Design cmd_queue_ring_v3_flat, sky130hd; sources not shown.
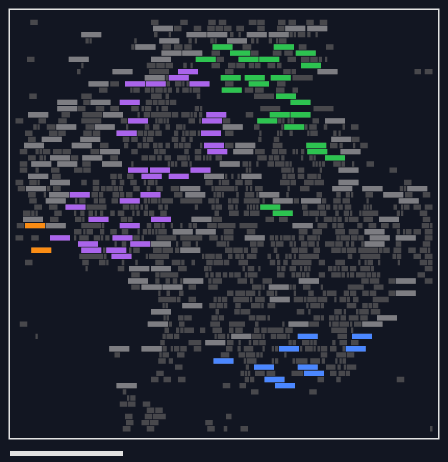
*Where the registers sit*
The bar under the picture is 50 um long.
`u_core.timer_r`: in purple, sequential cells 32. `u_core.head_r`: in blue, sequential cells 10. `u_core.thr_r`: in green, sequential cells 24. `u_core.irq`: in orange, sequential cells 2.
Another 98 sequential cells are not colored.
sequential portion of the cell area: 0.3360
post-layout utilization of the core: 0.3677

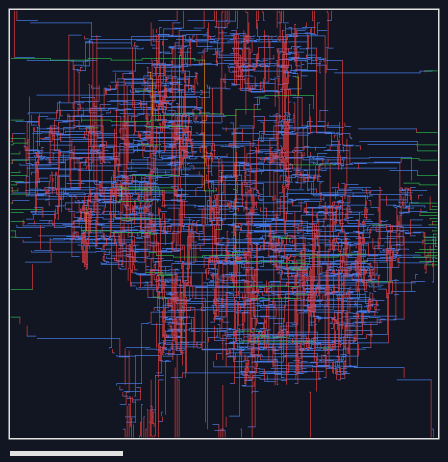
*Routed metal, one color a layer*
The bar under the picture is 50 um long.
metal 3: in green, wire length 1,020 um. metal 2: in red, wire length 12,600 um. metal 1: in blue, wire length 13,500 um. metal 4: in orange, wire length 270 um.
combined global-route utilization of all metal layers: 0.1572
average wire per cell in the routed design: 17.54 um
final WL: 27,380 um

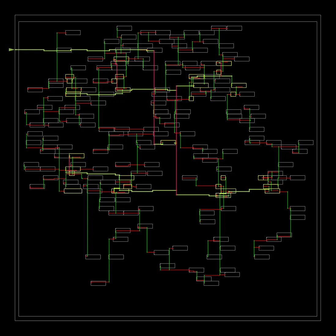
*Clock wiring as the flow saved it*
Sinks on Clock Net: 166
Num CTS Buffers: 17

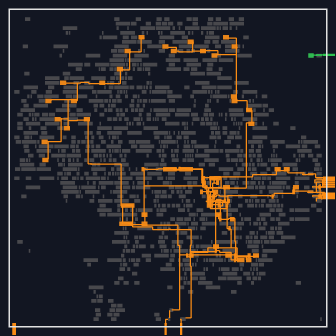
*I/O nets highlighted*
`areset`: in green, bits 1, direction input, edge east, end cells 1, buffers 1, wire 11.7 um. `s_axi_araddr`: in orange, bits 12, direction input, edge 8 east, 4 south, end cells 76, buffers 12, wire 1,420 um.
top-level I/O count: 110
input/output buffers: 99

==> metrics.sh <==
RSZ0062_AT_GRT='no'
POST_SYNTH_INSTANCE_AREA_MM2=0.01027
NUM_VIAS=7668
ROUTE.ANTENNA.REMAINING_NETS=0
CLOCK_BUFFER_COUNT=21
CRITPATHTOPFAMILY='AND-OR/OR-AND gates'
GLOBAL_ROUTE_WIRE_LENGTH_BEFORE_REPAIR_UM=43450
GLOBALROUTEMET1UTIL=0.2225
FINAL-MAX-SLEW-VIOLATION-COUNT=0
WORST-PATH-MAX-FANOUT=8
SYNTH_LARGEST_TYPE_AREA_FRACTION=0.4043
OUTCOME='finished, final reports clean'
EDF_COUNT=0
DPL.CELL_COUNT=1529
SORT_OF_ELEMENT_AT_THE_END_OF_THE_CRITICAL_PATH='register'
DIE_Y_UM=189.1
TAP-CELL-COUNT=448
INITIAL_CORE_UTIL=0.3057
SYNTH_STAT.CELLS=1006
TIMING.MAX_SLEW.REL_SLACK=0.4077
LAYOUT_SETUP_WS_NS=1.578
VIAS_PER_CELL=4.912
WORST_PIN_SLEW_NS=0.8836
FILLER_CELL_COUNT=3378
TOP_CELLS_BY_COUNT='sky130_fd_sc_hd__dfrtp_1, sky130_fd_sc_hd__ha_1, sky130_fd_sc_hd__inv_1'
MOST_INSTANTIATED_LOGIC_CELL_AFTER_ROUTING='sky130_fd_sc_hd__dfrtp_1'
HTREE_NUM_LEVELS=4
CP_CELL_SEQUENCE='or4_1 -> nor4_1 -> a41o_1 -> ha_1 -> nand2b_1 -> a211o_1 -> o2111ai_1 -> a21boi_0 -> o21ai_1 -> nand2_1 -> inv_1 -> ha_1 -> a21o_1 -> a21oi_1 -> nor2b_1 -> o21ai_0 -> nand2b_1 -> or4_1 -> o21a_1'
CLOCK_AREA_FRAC=0.04717
PLACEMENT.CELL_AREA_MM2=0.01178
POSTCTSSETUPBUFFERS=0
TIMING.CRITICAL_PATH.ARRIVAL_NS=5.35
LAYOUT-DRIVE-GT1-SHARE=0.09254
MOST_INSTANTIATED_LOGIC_CELLS_AFTER_ROUTING='sky130_fd_sc_hd__dfrtp_1, sky130_fd_sc_hd__clkdlybuf4s50_1, sky130_fd_sc_hd__ha_1'
MIN_PERIOD_OVER_PERIOD=0.7608
==> metal layers <==
layer	wire length (um)	vias to the layer above	part of all wire
li1	-	3721	-
met1	13450	3771	0.49
met2	12650	155	0.46
met3	1017	21	0.037
met4	269	0	0.0098
met5	0	-	0
==> cell families after synthesis <==
group,synth area share
multiplexers,0.1187
flip-flops,0.4043
XOR/XNOR,0.08183
AND-OR/OR-AND,0.09839
buffers and inverters,0.04335
other,0.0003650
adder cells (fa/ha/maj),0.1106
AND/OR/NAND/NOR,0.1425
==> report_power, final <==
| part | switching, uW | internal [uW] | total [uW] |
|---|---|---|---|
| Sequential | 5.97 | 1020 | 1030 |
| Clock | 446 | 556 | 1000 |
| Combinational | 140 | 103 | 243 |
| Total | 592 | 1680 | 2280 |
